**Run 1: clock nets**

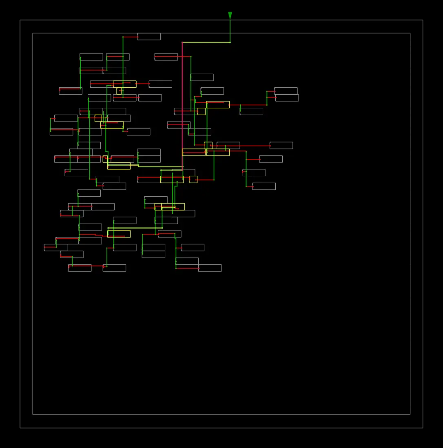
**Run 1: sequential cells grouped by signal name**

Scale: 1.5 px per um. Other cells in gray.
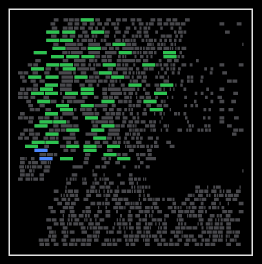
**Run 1: logic cells by family**

Scale: 2 px per um.
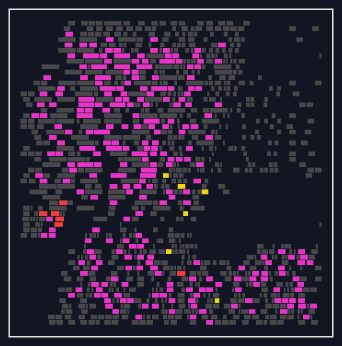
**Run 1: nets reached from selected ports**

Scale: 3 px per um.
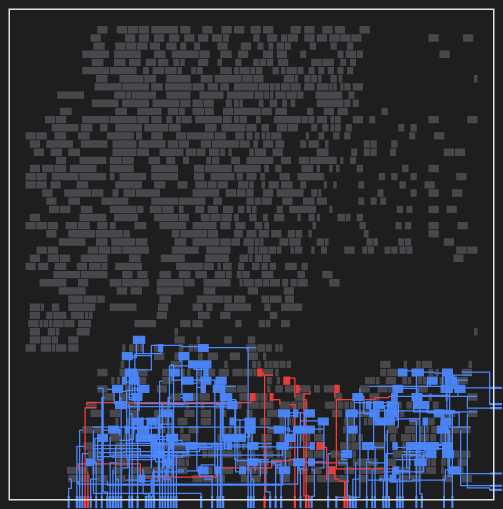
## src/rtl/dmem_pkg.sv

```systemverilog
// rtl/dmem_pkg.sv - shared types and constants for the data-memory access controller
package dmem_pkg;

    typedef enum logic [1:0] {
        IDLE = 2'd0,
        REQ  = 2'd1,
        WAIT = 2'd2,
        DONE = 2'd3
    } dmem_state_e;

    // Funct3[1:0] encodes the access size, Funct3[2] selects zero-extension
    localparam logic [1:0] SZ_B = 2'b00;
    localparam logic [1:0] SZ_H = 2'b01;
    localparam logic [1:0] SZ_W = 2'b10;
    localparam logic [1:0] SZ_D = 2'b11;
    localparam int F3_UNSIGNED_BIT = 2;

    function automatic logic [3:0] size_bytes(input logic [1:0] sz);
        return 4'd1 << sz;
    endfunction

endpackage

```

## src/rtl/dmem_if.sv

```systemverilog
// rtl/dmem_if.sv - request/grant/response data-memory port
interface dmem_if #(
    parameter int XLEN = 64,
    parameter int BE_W = XLEN / 8
);
    logic            mem_req;
    logic            mem_we;
    logic [XLEN-1:0] mem_addr;
    logic [BE_W-1:0] mem_be;
    logic [XLEN-1:0] mem_wdata;
    logic            mem_gnt;
    logic            mem_rvalid;
    logic [XLEN-1:0] mem_rdata;

    modport master (
        output mem_req, mem_we, mem_addr, mem_be, mem_wdata,
        input  mem_gnt, mem_rvalid, mem_rdata
    );

    modport slave (
        input  mem_req, mem_we, mem_addr, mem_be, mem_wdata,
        output mem_gnt, mem_rvalid, mem_rdata
    );
endinterface

```

## src/rtl/lsu_align.sv

```systemverilog
// rtl/lsu_align.sv - byte-lane alignment, byte enables and load extension
module lsu_align
    import dmem_pkg::*;
#(
    parameter int XLEN = 64,
    parameter int BE_W = XLEN / 8
) (
    input  logic [2:0]      funct3,
    input  logic [2:0]      offset,
    input  logic [XLEN-1:0] wdata,
    input  logic [XLEN-1:0] rdata,
    output logic            aligned,
    output logic [BE_W-1:0] be,
    output logic [XLEN-1:0] wdata_sh,
    output logic [XLEN-1:0] rdata_ext
);

    logic [1:0]      sz;
    logic            uns;
    logic [15:0]     be_base;
    logic [15:0]     be_wide;
    logic [XLEN-1:0] shifted;

    assign sz       = funct3[1:0];
    assign uns      = funct3[F3_UNSIGNED_BIT];
    assign be_base  = (16'd1 << size_bytes(sz)) - 16'd1;
    assign be_wide  = be_base << offset;
    assign be       = be_wide[BE_W-1:0];
    assign wdata_sh = wdata << {offset, 3'b000};
    assign shifted  = rdata >> {offset, 3'b000};

    // natural alignment: low address bits below the access size must be zero
    always_comb begin
        aligned = 1'b0;
        case (sz)
            SZ_B:    aligned = 1'b1;
            SZ_H:    aligned = ~offset[0];
            SZ_W:    aligned = (offset[1:0] == 2'b00);
            default: aligned = (offset == 3'b000);
        endcase
    end

    // pick the addressed bytes out of the lane-shifted word and extend
    always_comb begin
        rdata_ext = shifted;
        case (sz)
            SZ_B:    rdata_ext = {{(XLEN-8){shifted[7] & ~uns}}, shifted[7:0]};
            SZ_H:    rdata_ext = {{(XLEN-16){shifted[15] & ~uns}}, shifted[15:0]};
            SZ_W:    rdata_ext = {{(XLEN-32){shifted[31] & ~uns}}, shifted[31:0]};
            SZ_D:    rdata_ext = shifted;
            default: rdata_ext = shifted;
        endcase
    end

endmodule

```

## src/rtl/dmem_ctrl.sv

```systemverilog
// rtl/dmem_ctrl.sv - M-stage load/store sequencer with pipeline stall
module dmem_ctrl
    import dmem_pkg::*;
#(
    parameter int XLEN = 64,
    parameter int BE_W = XLEN / 8
) (
    input  logic            clk,
    input  logic            rst_n,
    input  logic            MemRead_M,
    input  logic            MemWrite_M,
    input  logic [2:0]      Funct3_M,
    input  logic [XLEN-1:0] ALUResult_M,
    input  logic [XLEN-1:0] WriteData_M,
    output logic [XLEN-1:0] ReadData_M,
    output logic            Misaligned_M,
    output logic            Stall_Mem,
    dmem_if.master          mem_bus
);

    dmem_state_e     state;
    logic [XLEN-1:0] rdata_q;
    logic [XLEN-1:0] rdata_ext;
    logic            access;
    logic            aligned;
    logic            issue;

    lsu_align #(
        .XLEN (XLEN),
        .BE_W (BE_W)
    ) u_align (
        .funct3    (Funct3_M),
        .offset    (ALUResult_M[2:0]),
        .wdata     (WriteData_M),
        .rdata     (rdata_q),
        .aligned   (aligned),
        .be        (mem_bus.mem_be),
        .wdata_sh  (mem_bus.mem_wdata),
        .rdata_ext (rdata_ext)
    );

    assign access = MemRead_M | MemWrite_M;
    assign issue  = (state == IDLE) && access && aligned;

    // request fields follow M directly; the stall keeps M frozen until grant
    assign mem_bus.mem_req  = issue || (state == REQ);
    assign mem_bus.mem_we   = MemWrite_M;
    assign mem_bus.mem_addr = {ALUResult_M[XLEN-1:3], 3'b000};

    assign Stall_Mem    = issue || (state == REQ) || (state == WAIT);
    assign Misaligned_M = access && !aligned;
    // stores win when both strobes are set, and they return no data
    assign ReadData_M   = ((state == DONE) && !MemWrite_M) ? rdata_ext : '0;

    // one outstanding access: issue, wait for grant, wait for response, release
    always_ff @(posedge clk or negedge rst_n) begin
        if (!rst_n) begin
            state   <= IDLE;
            rdata_q <= '0;
        end else begin
            case (state)
                IDLE: if (issue) state <= mem_bus.mem_gnt ? WAIT : REQ;
                REQ:  if (mem_bus.mem_gnt) state <= WAIT;
                WAIT: begin
                    if (mem_bus.mem_rvalid) begin
                        rdata_q <= mem_bus.mem_rdata;
                        state   <= DONE;
                    end
                end
                DONE:    state <= IDLE;
                default: state <= IDLE;
            endcase
        end
    end

endmodule

```

## src/flat_wrapper.sv

```systemverilog
// flat-port wrapper written by rule: the top's interface ports become plain ports
module dmem_ctrl_flat import dmem_pkg::*;
#(
    parameter int XLEN = 64,
    parameter int BE_W = XLEN / 8
)
  (clk, rst_n, MemRead_M, MemWrite_M, Funct3_M, ALUResult_M, WriteData_M, ReadData_M, Misaligned_M, Stall_Mem, mem_bus_mem_req, mem_bus_mem_we, mem_bus_mem_addr, mem_bus_mem_be, mem_bus_mem_wdata, mem_bus_mem_gnt, mem_bus_mem_rvalid, mem_bus_mem_rdata);
  dmem_if #(.XLEN(XLEN), .BE_W(BE_W)) mem_bus_i ();
  input  logic clk;
  input  logic rst_n;
  input  logic MemRead_M;
  input  logic MemWrite_M;
  input  logic [2:0] Funct3_M;
  input  logic [XLEN-1:0] ALUResult_M;
  input  logic [XLEN-1:0] WriteData_M;
  output logic [XLEN-1:0] ReadData_M;
  output logic Misaligned_M;
  output logic Stall_Mem;
  output wire logic [$bits(mem_bus_i.mem_req)-1:0] mem_bus_mem_req;
  output wire logic [$bits(mem_bus_i.mem_we)-1:0] mem_bus_mem_we;
  output wire logic [$bits(mem_bus_i.mem_addr)-1:0] mem_bus_mem_addr;
  output wire logic [$bits(mem_bus_i.mem_be)-1:0] mem_bus_mem_be;
  output wire logic [$bits(mem_bus_i.mem_wdata)-1:0] mem_bus_mem_wdata;
  input wire logic [$bits(mem_bus_i.mem_gnt)-1:0] mem_bus_mem_gnt;
  input wire logic [$bits(mem_bus_i.mem_rvalid)-1:0] mem_bus_mem_rvalid;
  input wire logic [$bits(mem_bus_i.mem_rdata)-1:0] mem_bus_mem_rdata;
  assign mem_bus_mem_req = mem_bus_i.mem_req;
  assign mem_bus_mem_we = mem_bus_i.mem_we;
  assign mem_bus_mem_addr = mem_bus_i.mem_addr;
  assign mem_bus_mem_be = mem_bus_i.mem_be;
  assign mem_bus_mem_wdata = mem_bus_i.mem_wdata;
  assign mem_bus_i.mem_gnt = mem_bus_mem_gnt;
  assign mem_bus_i.mem_rvalid = mem_bus_mem_rvalid;
  assign mem_bus_i.mem_rdata = mem_bus_mem_rdata;
  dmem_ctrl #(.XLEN(XLEN), .BE_W(BE_W)) u_core (.clk(clk), .rst_n(rst_n), .MemRead_M(MemRead_M), .MemWrite_M(MemWrite_M), .Funct3_M(Funct3_M), .ALUResult_M(ALUResult_M), .WriteData_M(WriteData_M), .ReadData_M(ReadData_M), .Misaligned_M(Misaligned_M), .Stall_Mem(Stall_Mem), .mem_bus(mem_bus_i));
endmodule
```

## config.mk

```make
export PLATFORM = sky130hd
export DESIGN_NAME = dmem_ctrl_flat
export DESIGN_NICKNAME = d
export VERILOG_FILES = /design/src/rtl/dmem_pkg.sv /design/src/rtl/dmem_if.sv /design/src/rtl/lsu_align.sv /design/src/rtl/dmem_ctrl.sv /design/src/flat_wrapper.sv
export SDC_FILE = /design/constraint.sdc
export NUM_CORES = 1
export LEC_CHECK = 0
export CAP_MARGIN = 20
export CORE_AREA = 5 5 156 158
export CTS_BUF_LIST = sky130_fd_sc_hd__clkbuf_8 sky130_fd_sc_hd__clkbuf_16
export DETAILED_ROUTE_END_ITERATION = 8
export DIE_AREA = 0 0 161 163
export HOLD_SLACK_MARGIN = 0.1
export PLACE_DENSITY = 0.7
export SETUP_SLACK_MARGIN = 0.05
export SYNTH_ARGS = -nofsm -noshare
export SYNTH_HDL_FRONTEND = slang
export SYNTH_HIERARCHICAL = 1
export SYNTH_SLANG_ARGS = --single-unit
```

## constraint.sdc

```tcl
create_clock -name clk -period 8.8 [get_ports clk]
set_clock_uncertainty 0.05 [all_clocks]
set_input_delay 2.64 -clock clk [delete_from_list [all_inputs] [get_ports clk]]
set_output_delay 2.64 -clock clk [all_outputs]
set_load 0.01 [all_outputs]
```

==> Slide: Implementation Results, run 1 <==
Run Summary

STA
  • Final setup fails: 0
  • Hold WS: 0.458 ns
  • Setup_tns: 0 ns
  • Final Max Slew Viols: 0
  • RSZ-0062 raised after global routing: no
  • Actual slew at the worst max-slew pin: 1.01 ns
  • Worst Setup Slack, final: 0.432 ns
  • Slew headroom: 0.323
  • Final Cycle Share: 0.951
  • Final Hold Fails: 0
  • Fmax: 119 MHz
  • Minimum clock period: 8.37 ns

Global route
  • Vias in the first global route: 7243
  • GRT Total Usage: 0.218
  • First-pass GRT wire length: 45.2 mm
  • Met3 Resource Use GR: 0.0420
  • Largest net degree at the start of global routing: 130
  • Met2 global-route usage: 0.345
  • Top Usage Layer GRT: met2
  • Met1 Usage GRT: 0.303
  • Gr ovfl total: 0
  • Antenna violations before repair: 4

Power and ir drop
  • Sw Ratio: 0.390
  • Clk pwr share: 0.164
  • Peak supply drop: 194 uV
  • Seq pwr share: 0.324
  • Leakage: 4.40 nW
  • Gate power share: 0.511
  • Cell Pwr Density: 194 mW/mm^2
  • Sw Pwr: 0.797 mW
  • Overall power: 2.04 mW

Yosys
  • Synth top area share: 0.208
  • Yosys cell types: 45
  • Yosys warnings: 6
  • # Cells Yosys: 899
  • Syn Inst Count: 899
  • Top cells by area: dfrtp_1, mux2i_1, mux2_2, buf_4, mux4_2
  • Synth area leader: dfrtp_1
  • Yosys chip area: 0.00794 sq mm
  • Cell area after synthesis: 0.00794 sq mm
  • Post-synthesis sequential area ratio: 0.208
  • Synthesis-stage register bit count: 66
  • Avg Cell Area, Syn: 8.83 sq um

Min path
  • Hold Path Depth: 1
  • Worst hold-check path type: flip-flop to flip-flop
  • Hold path start: u_core/rdata_q[0]

Drt
  • Vias: 7432
  • Vias per std cell: 5.50
  • Routed length on met3: 2.27 mm
  • Final WL: 30.0 mm
  • Initial DRC Count: 643
  • Max layer used: met5
  • M1 wire length: 13.1 mm
  • Drt first pass iters: 5
  • Number of routed nets with antenna violations: 0
  • Routed length per instance: 22.2 um

Finish
  • FF+latch area: 0.00165 sq mm
  • Final instance area: 0.0105 sq mm
  • Final core occ: 0.458
  • Layout cells sized above 1: 0.153

Critical path
  • Required @ worst endpoint: 6.11 ns
  • Worst Reg-to-Reg Cells: 5
  • Worst EP arrival: 5.68 ns
  • Crit. End Element: output port
  • FF-to-FF setup slack: 6.72 ns
  • Reg2reg end: u_core/rdata_q[49]
  • Worst reg2reg startpoint: u_core/state[0]

Clock network
  • Post-CTS Setup Bufs: 0
  • CTS tree: built
  • Max H-tree Level: 3
  • CTS resizes: 0
  • Clock buffer count from CTS: 9
  • Root buf cell: clkbuf_16
  • Max clock buf depth: 2
  • Post-cts hold buffer count: 0

Outcome
  • Status: complete, no violations

Floorplan
  • FP Core Util: 0.345
  • Die W: 161 um
  • Core area: 0.0230 sq mm
  • Die Ht: 163 um
  • Row count: 56

Placement
  • Area after DPL: 0.0102 sq mm
  • Dpl cells: 1333
  • Detailed Place HPWL: 23.4 mm
  • Placer Congestion: 0.945

Job
  • Log Warnings: 32
  • Max_cap viols: 0
Back to the opening pictures, 'clock nets':
clk_lat worst skew: 0.33 ns
Clock Sinks: 66
Clock net power: 0.336 mW
clock buffer count: 9
flip-flops: 66

Back to the opening pictures, 'sequential cells grouped by signal name':
color	name in the netlist	placed flops
green	`u_core/rdata_q`	64
blue	`u_core/state`	2

Back to the opening pictures, 'logic cells by family':
color	family	cells	most used
magenta	multiplexers	250	mux2i_1
red	adder and majority cells	6	ha_1
yellow	AND-OR and OR-AND gates	6	a21o_1
multi-input combinational area share: 0.501
commonest non-fill, non-tap cell in the layout: clkdlybuf4s50_1
fin cells: 1351

Back to the opening pictures, 'nets reached from selected ports':
color	port	bits	direction	edge	end cells	wire
blue	`WriteData_M`	64	input	58 south, 6 east	104	3440 um
red	`mem_bus_mem_be`	8	output	south	8	471 um
io pins: 405
PortBufs: 279

run 1: worst max path at each step:
stage,depth (start not counted),end,start,slack (ns)
6_report,8,mem_bus_mem_be[6],Funct3_M[1],0.43
5_1_grt,8,mem_bus_mem_be[4],Funct3_M[1],0.25
4_1_cts,8,mem_bus_mem_be[3],Funct3_M[1],0.48
3_5_place_dp,8,mem_bus_mem_be[3],Funct3_M[1],0.48
3_3_place_gp,8,mem_bus_mem_be[3],Funct3_M[1],0.57
2_1_floorplan,9,Stall_Mem,ALUResult_M[2],1.76
run 1: Yosys cell counts (all sizes together):
master,instances
o211ai,8
o21ai,51
a21oi,25
a222oi,1
nand4b,2
a21o,2
a211oi,2
buf,117
clkbuf,37
mux4,22
nand3,16
a31o,1
or3,1
and2,74
or4b,1
dfrtp,66
a22oi,1
o221ai,1
nor3b,2
o31ai,1
mux2i,130
nand2b,8
ha,6
inv,5
conb,1
or2,2
and3,1
nand2,58
nand4,33
o21bai,1
mux2,98
a2111o,1
nor2b,20
a311o,1
nor3,3
a22o,1
o2bb2ai,17
o22ai,18
and3b,1
nor2,63
run 1: power groups by stage:
stage	sequential [mW]	combinational (mW)	clock [mW]
6_report	0.662	1.04	0.336
5_1_grt	0.681	1.13	0.354
4_1_cts	0.651	1.04	0.342
3_5_place_dp	0.654	1.04	0
3_3_place_gp	0.643	1.02	0
2_1_floorplan	0.571	0.750	0
run 1: flip-flops by register name, indices dropped and copies added (netlist names):
name	count
u_core/state	2
u_core/rdata_q	64
run 1: cells in the final DEF (no fill, tap or decap), types with 2 or more instances in the layout:
cell and count:
mux2i_1 130, buf_12 2, nand2b_1 8, a211oi_1 2
nor3b_1 2, o2bb2ai_1 17, nor3_1 3, nand2_1 57
o211ai_1 8, mux2_2 98, nand3_1 16, nand4b_1 2
and2_1 74, clkbuf_16 9, diode_2 2, buf_4 17
a21o_1 2, mux4_2 22, ha_1 6, conb_1 3
nor2b_1 19, dfrtp_1 66, clkinvlp_4 2, or2_2 2
clkdlybuf4s50_1 275, clkinv_2 2, nor2_1 63, nand4_1 33
inv_6 3, o21ai_0 51, inv_1 5, a21oi_1 25
o22ai_1 18
run 1: cell families (layout without fill, tap and decap cells):
logic type | after synthesis | in the layout | share of synthesized area
buffers and inverters | 159 | 317 | 0.129
adders and majority gates | 6 | 6 | 0.00946
DFF | 66 | 66 | 0.208
other | 1 | 5 | 0.000472
AOI/OAI and AO/OA | 132 | 132 | 0.102
muxes | 250 | 250 | 0.365
and+or+nand+nor | 285 | 285 | 0.186
run 1: layout make-up:
cell class / count / area share
Sequential cell: 66 / 0.157
Clock inverter: 7 / 0.00487
Inverter: 5 / 0.00178
Multi-Input combinational cell: 676 / 0.501
Tap cell: 290 / 0.0345
Antenna cell: 2 / 0.000475
Timing Repair Buffer: 296 / 0.279
Clock buffer: 9 / 0.0214
run 1: worst max-delay path, cell delays in order:
cell and delay [ns]:
clkdlybuf4s50_1 0.64, nor2_1 0.84, ha_1 0.30, a21oi_1 0.07
nor2_1 0.14, a211oi_1 0.10, a21oi_1 0.30, clkdlybuf4s50_1 0.63
==> run 1 -> run 2 <==
--- a/config.mk
+++ b/config.mk
@@ -12,7 +12,6 @@
 export DIE_AREA = 0 0 161 163
 export HOLD_SLACK_MARGIN = 0.1
 export PLACE_DENSITY = 0.7
-export SETUP_SLACK_MARGIN = 0.05
 export SYNTH_ARGS = -nofsm -noshare
 export SYNTH_HDL_FRONTEND = slang
 export SYNTH_HIERARCHICAL = 1
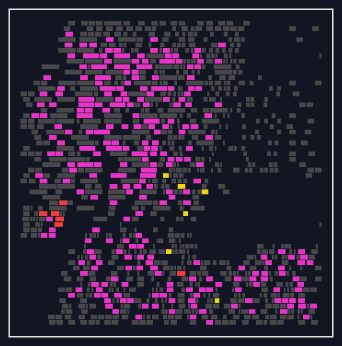
**Above:** run 2 (logic cells by family).
Scale: 2 px per um.
color	family	cells	most used
yellow	AND-OR and OR-AND gates	6	a21o_1
magenta	multiplexers	250	mux2i_1
red	adder and majority cells	6	ha_1

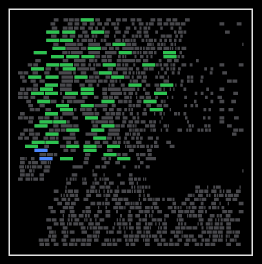
**Above:** run 2 (sequential cells grouped by signal name).
Scale: 1.5 px per um. Other cells in gray.
color	name in the netlist	placed flops
blue	`u_core/state`	2
green	`u_core/rdata_q`	64
Seq/total area: 0.157
final core occ: 0.458
FF+latch area: 0.00165 sq mm
sequential cell power: 0.662 mW

==> run 2 against run 1 <==
Wire length unchanged. Utilization stayed put. Sequential power about the same. Global-route usage unchanged. Clock-buffer cell count is the same.
==> Slide: Implementation Results, run 2 <==
Run Summary

Yosys
  • Post-synth EDFFs: 0 (unchanged)
  • Yosys chip area: 0.00794 sq mm (unchanged)
  • Yosys warnings: 6 (unchanged)
  • Post-synthesis sequential area ratio: 0.208 (unchanged)
  • Yosys cell types: 45 (unchanged)
  • Asr flop ratio synth: 1.00 (unchanged)
  • Synthesis-stage register bit count: 66 (unchanged)
  • Top cells by area: dfrtp_1, mux2i_1, mux2_2, buf_4, mux4_2 (unchanged)
  • Syn Inst Count: 899 (unchanged)
  • Avg Cell Area, Syn: 8.83 sq um (unchanged)
  • Top cells by count: mux2i_1, mux2_2, and2_1, buf_4, dfrtp_1 (unchanged)
  • Ys flop type: dfrtp_1 (unchanged)
  • Synth top area share: 0.208 (unchanged)
  • # Cells Yosys: 899 (unchanged)
  • Most numerous cell in the Yosys netlist: mux2i_1 (unchanged)
  • Synth area leader: dfrtp_1 (unchanged)
  • Cell area after synthesis: 0.00794 sq mm (unchanged)

Critical path
  • Max FO, Critical Path: 14 (unchanged)
  • Max stage delay cell, worst path: nor2_1 (unchanged)
  • Required @ worst endpoint: 6.11 ns (about the same)
  • Reg2reg end: u_core/rdata_q[49] (unchanged)
  • Worst reg2reg startpoint: u_core/state[0] (unchanged)
  • FF-to-FF setup slack: 6.72 ns (about the same)
  • Critical path startpoint category: primary input (unchanged)
  • CP max stage delay: 0.84 ns (about the same)
  • Crit Path Class: primary input to output port (unchanged)
  • Buffers plus inverters on the worst setup path: 2 (unchanged)
  • Crit. End Element: output port (unchanged)
  • Worst EP arrival: 5.68 ns (about the same)
  • Worst Reg-to-Reg Cells: 5 (unchanged)
  • Cell Chain, Critical Path: clkdlybuf4s50_1, nor2_1, ha_1, a21oi_1, nor2_1, a211oi_1, a21oi_1, clkdlybuf4s50_1 (unchanged)
  • CP top delay family: buffers and inverters (unchanged)

Placement
  • Dpl cells: 1333 (unchanged)
  • Detailed Place HPWL: 23.4 mm (unchanged)
  • PortBufs: 279 (unchanged)
  • Dpl ws: 0.480 ns (unchanged)
  • Placer Congestion: 0.945 (unchanged)

Finish
  • Nets@finish: 1261 (unchanged)
  • Layout cells sized above 1: 0.153 (unchanged)
  • Top logic cells by instance count in the layout: clkdlybuf4s50_1, mux2i_1, mux2_2, and2_1, dfrtp_1 (unchanged)
  • Max reg flops: 64 (unchanged)
  • Area growth, synth to finish: 32.7% (unchanged)
  • Fin cells: 1351 (unchanged)
  • Biggest registers after layout: u_core/rdata_q x64, u_core/state x2 (unchanged)
  • Biggest register: u_core/rdata_q (unchanged)
  • Commonest non-fill, non-tap cell in the layout: clkdlybuf4s50_1 (unchanged)

Floorplan
  • Die Ht: 163 um (unchanged)
  • Core area: 0.0230 sq mm (unchanged)
  • Row count: 56 (unchanged)
  • Die area: 0.0262 sq mm (unchanged)
  • FP Core Util: 0.345 (unchanged)
  • Io pins: 405 (unchanged)
  • Die W: 161 um (unchanged)

Drt
  • Number of remaining DRC errors: 0 (unchanged)
  • Vias: 7432 (unchanged)
  • Drt first pass iters: 5 (unchanged)
  • Initial DRC Count: 643 (unchanged)
  • Routed length per instance: 22.2 um (unchanged)
  • Number of routed nets with antenna violations: 0 (unchanged)
  • Final WL: 30.0 mm (unchanged)
  • Vias per std cell: 5.50 (unchanged)

Clock network
  • Clock Sinks: 66 (unchanged)
  • Reg clk slew, reported paths: 0.06 ns (about the same)
  • Clk_lat worst skew: 0.33 ns (about the same)
  • CTS resizes: 0 (unchanged)
  • Post-CTS Setup Bufs: 0 (unchanged)
  • Root buf cell: clkbuf_16 (unchanged)
  • Max H-tree Level: 3 (unchanged)
  • Post-cts hold buffer count: 0 (unchanged)
  • Max clock buf depth: 2 (unchanged)
  • CTS tree: built (unchanged)

STA
  • Slew headroom: 0.323 (unchanged)
  • Actual slew at the worst max-slew pin: 1.01 ns (unchanged)
  • Final Hold Fails: 0 (unchanged)
  • Final Cycle Share: 0.951 (unchanged)
  • Fmax: 119 MHz (unchanged)
  • Setup_tns: 0 ns (unchanged)
  • Worst Setup Slack, final: 0.432 ns (unchanged)
  • RSZ-0062 raised after global routing: no (unchanged)
  • Final setup fails: 0 (unchanged)
  • Final Max Slew Viols: 0 (unchanged)
  • Minimum clock period: 8.37 ns (unchanged)

Min path
  • Worst hold-check path type: flip-flop to flip-flop (unchanged)
  • Hold endpoint: u_core/rdata_q[0] (unchanged)
  • Hold Path Depth: 1 (unchanged)
  • Hold path start: u_core/rdata_q[0] (unchanged)

Power and ir drop
  • Peak supply drop: 194 uV (unchanged)
  • Clk pwr share: 0.164 (about the same)
  • Gate power share: 0.511 (about the same)
  • Sw Ratio: 0.390 (unchanged)
  • Seq pwr share: 0.324 (about the same)
  • Leakage: 4.40 nW (unchanged)
  • Cell Pwr Density: 194 mW/mm^2 (unchanged)
  • Internal: 1.25 mW (unchanged)
  • Sw Pwr: 0.797 mW (unchanged)

Job
  • Max_cap viols: 0 (unchanged)
  • Log Warnings: 32 (unchanged)

Global route
  • GRT Total Usage: 0.218 (unchanged)
  • Largest net degree at the start of global routing: 130 (unchanged)
  • Vias in the first global route: 7243 (unchanged)
  • Gr ovfl total: 0 (unchanged)
  • Antenna violations before repair: 4 (unchanged)
  • First-pass GRT wire length: 45.2 mm (unchanged)

Outcome
  • Status: complete, no violations (unchanged)
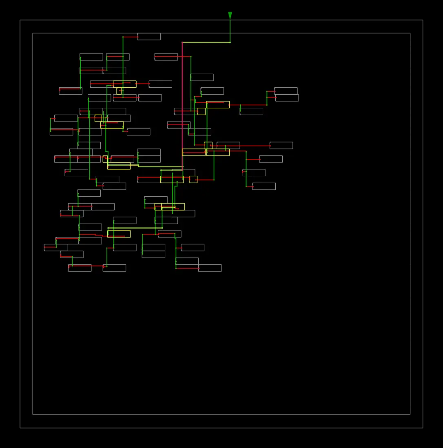
**Above:** run 2 (clock nets).
clock buffer count from CTS: 9

==> run 2: cell counts after synthesis <==
No cell type changed its count.
==> run 2: cell families (layout without fill, tap and decap cells) <==
family                   count (synthesis)  in the layout  synth area share
AND/OR/NAND/NOR                        285            285             0.186
multiplexers                           250            250             0.365
buffers and inverters                  159            317             0.129
AND-OR/OR-AND                          132            132             0.102
flip-flops                              66             66             0.208
adder cells (fa/ha/maj)                  6              6           0.00946
other                                    1              5          0.000472
==> run 2: final cells by class <==
| cell class | count | area, sq um |
|---|---|---|
| Multi-Input combinational cell | 676 | 5280 |
| Antenna cell | 2 | 5.00 |
| Timing Repair Buffer | 296 | 2940 |
| Tap cell | 290 | 363 |
| Sequential cell | 66 | 1650 |
| Fill cell | 2233 | 12500 |
| Clock inverter | 7 | 51.3 |
| Inverter | 5 | 18.8 |
| Clock buffer | 9 | 225 |
==> run 2: through the flow <==
step                power, mW  hold slack [ns]  cell area [sq um]   util
detailed placement       1.69            0.446              10200  0.446
global placement         1.66            0.437              10200  0.446
global route             2.16            0.479              10500  0.458
finish                   2.04            0.458              10500  0.458
floorplan                1.32            0.425               7950      -
CTS                      2.04            0.460              10500  0.458
==> run 2: worst register-to-register path, cell delays in order, from the launching register on <==
cell and delay (ns):
dfrtp_1 0.37, inv_1 0.10, ha_1 0.26, nand2_2 0.07
buf_4 0.64, mux2_2 0.47
==> run 2: worst max path at each step <==
stage              startpoint  slack (ns)  depth (start not counted)           endpoint
6_report          Funct3_M[1]        0.43                          8  mem_bus_mem_be[6]
5_1_grt           Funct3_M[1]        0.25                          8  mem_bus_mem_be[4]
4_1_cts           Funct3_M[1]        0.48                          8  mem_bus_mem_be[3]
3_5_place_dp      Funct3_M[1]        0.48                          8  mem_bus_mem_be[3]
3_3_place_gp      Funct3_M[1]        0.57                          8  mem_bus_mem_be[3]
2_1_floorplan  ALUResult_M[2]        1.76                          9          Stall_Mem
==> run 2: power by group through the flow <==
stage | logic, mW | clock network, mW | registers (mW)
after floorplan | 0.750 | 0 | 0.571
after global placement | 1.02 | 0 | 0.643
after detailed placement | 1.04 | 0 | 0.654
after CTS | 1.04 | 0.342 | 0.651
after global routing | 1.13 | 0.354 | 0.681
final | 1.04 | 0.336 | 0.662
==> run 2: metal layers <==
metal  track usage  vias up  part of all wire
li1              -     3466                 -
met1         0.303     3556              0.44
met5             0        -           0.00083
met4        0.0682        4             0.027
met3        0.0420       70             0.075
met2         0.345      336              0.46
**Run 2: nets reached from selected ports**

Scale: 3 px per um.
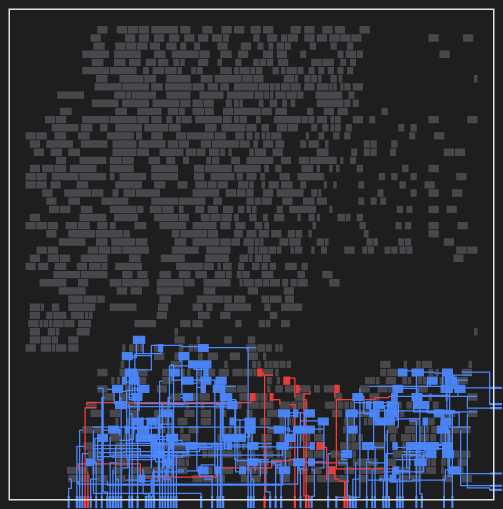

==> run 2 -> run 3 <==
--- a/config.mk
+++ b/config.mk
@@ -6,12 +6,14 @@
 export NUM_CORES = 1
 export LEC_CHECK = 0
 export CAP_MARGIN = 20
-export CORE_AREA = 5 5 156 158
+export CORE_ASPECT_RATIO = 0.5
+export CORE_MARGIN = 5
+export CORE_UTILIZATION = 45
 export CTS_BUF_LIST = sky130_fd_sc_hd__clkbuf_8 sky130_fd_sc_hd__clkbuf_16
 export DETAILED_ROUTE_END_ITERATION = 8
-export DIE_AREA = 0 0 161 163
 export HOLD_SLACK_MARGIN = 0.1
-export PLACE_DENSITY = 0.7
+export PLACE_DENSITY = 0.87
+export SLEW_MARGIN = 10
 export SYNTH_ARGS = -nofsm -noshare
 export SYNTH_HDL_FRONTEND = slang
 export SYNTH_HIERARCHICAL = 1
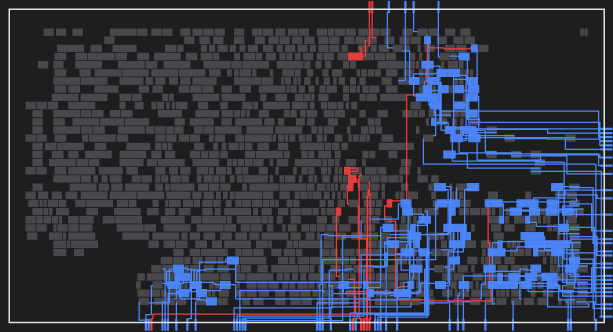
**Above:** run 3 (nets reached from selected ports).
Scale: 3 px per um.
color	port	bits	direction	edge	end cells	wire
red	`mem_bus_mem_be`	8	output	6 south, 2 north	8	560 um
blue	`WriteData_M`	64	input	32 south, 28 east, 4 north	104	3800 um

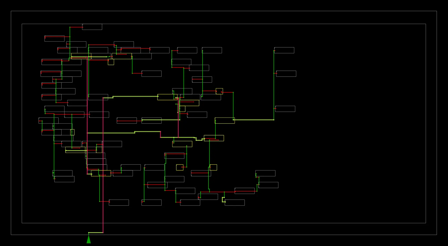
**Above:** run 3 (clock nets).
Clock net power: 0.343 mW

==> run 3 against run 2 <==
Worst setup slack improved by 0.25 ns. Sequential share of layout area rose by 0.064 points. First-iteration DRC count rose by 63%. Synthesized cell count did not move. Critical path depth rose by 1. Highest routed layer is now met4. Sequential cell count did not move. Register-to-register slack got worse by 0.03 ns.
==> Slide: Implementation Results, run 3 <==
Run Summary

Yosys
  • Syn Inst Count: 899 (unchanged)
  • # Cells Yosys: 899 (unchanged)
  • Cell area after synthesis: 0.00794 sq mm (unchanged)
  • Avg Cell Area, Syn: 8.83 sq um (unchanged)
  • Synth top area share: 0.208 (unchanged)
  • Most numerous cell in the Yosys netlist: mux2i_1 (unchanged)
  • Ys flop type: dfrtp_1 (unchanged)
  • Yosys chip area: 0.00794 sq mm (unchanged)
  • Top cells by count: mux2i_1, mux2_2, and2_1, buf_4, dfrtp_1 (unchanged)
  • Asr flop ratio synth: 1.00 (unchanged)
  • Synthesis-stage register bit count: 66 (unchanged)
  • Post-synth EDFFs: 0 (unchanged)
  • Yosys cell types: 45 (unchanged)
  • Synth area leader: dfrtp_1 (unchanged)
  • Top cells by area: dfrtp_1, mux2i_1, mux2_2, buf_4, mux4_2 (unchanged)
  • Yosys warnings: 6 (unchanged)
  • Post-synthesis sequential area ratio: 0.208 (unchanged)

Critical path
  • Required @ worst endpoint: 6.11 ns (about the same)
  • Worst Setup SP: Funct3_M[1] (unchanged)
  • Max FO, Critical Path: 13 (was 14)
  • Worst reg2reg startpoint: u_core/state[0] (unchanged)
  • Worst EP arrival: 5.43 ns (was 5.68 ns)
  • Worst Reg-to-Reg Cells: 5 (unchanged)
  • Critical path startpoint category: primary input (unchanged)
  • Crit Path Class: primary input to output port (unchanged)
  • Reg2reg end: u_core/rdata_q[15] (was u_core/rdata_q[49])
  • Crit. End Element: output port (unchanged)
  • FF-to-FF setup slack: 6.69 ns (was 6.72 ns)
  • Termination of the worst setup path: mem_bus_mem_be[3] (was mem_bus_mem_be[6])

Job
  • Log Warnings: 30 (was 32)
  • Max_cap viols: 0 (unchanged)

STA
  • Fmax: 123 MHz (was 119 MHz)
  • Hold WS: 0.459 ns (was 0.458 ns)
  • Setup_tns: 0 ns (unchanged)
  • Final Hold Fails: 0 (unchanged)
  • Final setup fails: 0 (unchanged)
  • Slew headroom: 0.333 (was 0.323)
  • Final Cycle Share: 0.923 (was 0.951)
  • Minimum clock period: 8.12 ns (was 8.37 ns)
  • RSZ-0062 raised after global routing: no (unchanged)
  • Final Max Slew Viols: 0 (unchanged)
  • Actual slew at the worst max-slew pin: 0.996 ns (was 1.01 ns)

Clock network
  • CTS resizes: 0 (unchanged)
  • Root buf cell: clkbuf_16 (unchanged)
  • Reg clk slew, reported paths: 0.05 ns (was 0.06 ns)
  • Clk_lat worst skew: 0.33 ns (about the same)
  • Post-CTS Setup Bufs: 0 (unchanged)
  • Clock Sinks: 66 (unchanged)
  • Max H-tree Level: 3 (unchanged)
  • Clock buffer count from CTS: 9 (unchanged)
  • CTS tree: built (unchanged)
  • Max clock buf depth: 2 (unchanged)
  • Post-cts hold buffer count: 0 (unchanged)

Outcome
  • Status: complete, no violations (unchanged)

Floorplan
  • Io pins: 405 (unchanged)
  • Core area: 0.0174 sq mm (was 0.0230 sq mm)
  • Die W: 198 um (was 161 um)
  • Die Ht: 104 um (was 163 um)
  • FP Core Util: 0.457 (was 0.345)
  • Die area: 0.0206 sq mm (was 0.0262 sq mm)
  • Row count: 34 (was 56)

Drt
  • Number of routed nets with antenna violations: 0 (unchanged)
  • Vias per std cell: 6.06 (was 5.50)
  • Vias: 7855 (was 7432)
  • Final WL: 32.0 mm (was 30.0 mm)
  • Drt first pass iters: 6 (was 5)
  • Routed length per instance: 24.7 um (was 22.2 um)
  • Number of remaining DRC errors: 0 (unchanged)
  • Initial DRC Count: 1046 (was 643)

Placement
  • Detailed Place HPWL: 24.7 mm (was 23.4 mm)
  • Placer Congestion: 0.951 (was 0.945)
  • PortBufs: 279 (unchanged)

Finish
  • Biggest registers after layout: u_core/rdata_q x64, u_core/state x2 (unchanged)
  • Logic cell area: 0.00528 sq mm (about the same)
  • Number of fill cells: 1474 (was 2233)
  • Area growth, synth to finish: 32.1% (was 32.7%)
  • FF+latch area: 0.00165 sq mm (unchanged)
  • Top logic cells by instance count in the layout: clkdlybuf4s50_1, mux2i_1, mux2_2, and2_1, dfrtp_1 (unchanged)
  • Commonest non-fill, non-tap cell in the layout: clkdlybuf4s50_1 (unchanged)
  • Biggest register: u_core/rdata_q (unchanged)
  • Layout cells sized above 1: 0.157 (was 0.153)
  • N_diodes: 0 (was 2)
  • Max reg flops: 64 (unchanged)
  • Nets@finish: 1264 (was 1261)

Power and ir drop
  • Cell Pwr Density: 198 mW/mm^2 (was 194 mW/mm^2)
  • Sw Pwr: 0.822 mW (was 0.797 mW)
  • Clk pwr share: 0.166 (was 0.164)
  • Internal: 1.25 mW (about the same)
  • Leakage: 4.41 nW (was 4.40 nW)
  • Gate power share: 0.512 (was 0.511)
  • Sw Ratio: 0.397 (was 0.390)
  • Seq pwr share: 0.322 (was 0.324)
  • Peak supply drop: 255 uV (was 194 uV)

Global route
  • Largest net degree at the start of global routing: 78 (was 130)
  • GRT Total Usage: 0.293 (was 0.218)
  • Vias in the first global route: 7710 (was 7243)
  • First-pass GRT wire length: 47.8 mm (was 45.2 mm)
  • Gr ovfl total: 0 (unchanged)
  • Antenna violations before repair: 0 (was 4)

Min path
  • Worst hold-check path type: flip-flop to flip-flop (unchanged)
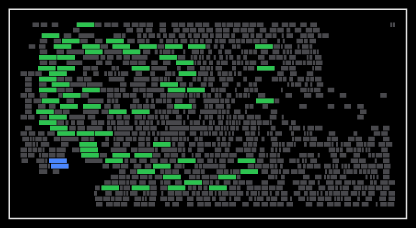
**Above:** run 3 (sequential cells grouped by signal name).
Scale: 2 px per um. Other cells in gray.
color	name in the netlist	placed flops
blue	`u_core/state`	2
green	`u_core/rdata_q`	64
Seq/total area: 0.157
final core occ: 0.604
sequential cell power: 0.668 mW

## run 3: cell count changes in the layout (fill, tap and decap cells not counted)
cell,previous run,this run
clkinv_4,0,1
diode_2,2,0
buf_4,17,20
clkinv_2,2,1
buf_12,2,0
nor2b_1,19,17
inv_6,3,2
buf_16,0,1
buf_8,0,1
nor2b_2,0,2
clkinvlp_4,2,3
## run 3: final cells by class
| type | count | share of cell area |
|---|---|---|
| multi-input combinational | 676 | 0.504 |
| inverter | 5 | 0.00179 |
| sequential | 66 | 0.157 |
| clock buffer | 9 | 0.0215 |
| tap | 234 | 0.0279 |
| clock inverter | 7 | 0.00513 |
| timing repair buffer | 299 | 0.282 |
## run 3: power by group through the flow
stage | logic, mW | clock network, mW | registers, mW
after floorplan | 0.750 | 0 | 0.571
after global placement | 1.00 | 0 | 0.645
after detailed placement | 1.03 | 0 | 0.658
after CTS | 1.04 | 0.345 | 0.654
after global routing | 1.14 | 0.361 | 0.683
final | 1.06 | 0.343 | 0.668
## run 3: through the flow
| step | area (sq um) | setup WS [ns] | cells | power (mW) | util |
|---|---|---|---|---|---|
| finish | 10500 | 0.678 | 1296 | 2.07 | 0.604 |
| detailed placement | 10200 | 0.740 | 1279 | 1.69 | 0.587 |
| global route | 10500 | 0.551 | 1296 | 2.18 | 0.604 |
| floorplan | 7950 | 1.76 | 901 | 1.32 | - |
| CTS | 10500 | 0.745 | 1295 | 2.04 | 0.603 |
| global placement | 10200 | 0.748 | 1277 | 1.65 | 0.585 |
## run 3: cell families after synthesis
family / count (synthesis) / share of synthesized area
AND-OR/OR-AND: 132 / 0.102
multiplexers: 250 / 0.365
AND/OR/NAND/NOR: 285 / 0.186
other: 1 / 0.000472
buffers and inverters: 159 / 0.129
flip-flops: 66 / 0.208
adder cells (fa/ha/maj): 6 / 0.00946
## run 3: worst max-delay path, stage by stage
cell and delay, ns:
clkdlybuf4s50_1 0.44, buf_4 0.19, nor2_1 0.60, ha_1 0.38
nand2_1 0.09, o31ai_1 0.09, mux2i_1 0.27, nor2b_1 0.18
clkdlybuf4s50_1 0.55
## run 3: worst min path at each step
stage | from | end | slack (ns) | cells after the start
after floorplan | u_core/rdata_q[0] | u_core/rdata_q[0] | 0.42 | 1
after global placement | u_core/rdata_q[5] | u_core/rdata_q[5] | 0.44 | 1
after detailed placement | u_core/rdata_q[4] | u_core/rdata_q[4] | 0.45 | 1
after CTS | u_core/rdata_q[4] | u_core/rdata_q[4] | 0.46 | 1
after global routing | u_core/rdata_q[5] | u_core/rdata_q[5] | 0.48 | 1
final | u_core/rdata_q[4] | u_core/rdata_q[4] | 0.46 | 1
## run 3: per-layer routing
layer  part of all wire  global-route usage  vias to the layer above
li1                   -                   -                     3470
met1               0.40               0.382                     3832
met2               0.48               0.482                      481
met3              0.099              0.0786                       72
met4              0.029              0.0810                        0
met5                  0                   0                        -

==> gallery <==
Signal wires by layer.
Scale: 2 px per um.
panel A
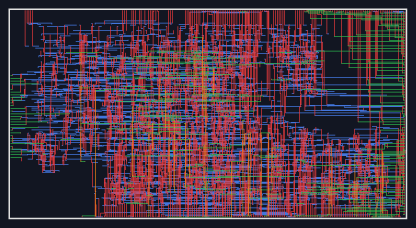
panel B
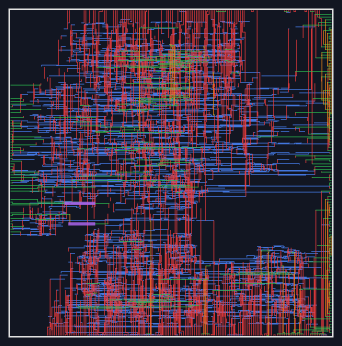
panel B: run 1
panel A: run 3
The one with the largest die is panel B.

Key to panel A:
color	layer	wire length
orange	metal 4	943 um
red	metal 2	15200 um
blue	metal 1	12600 um
green	metal 3	3170 um

No activity file was given, so power comes from the tool's default toggle rates.
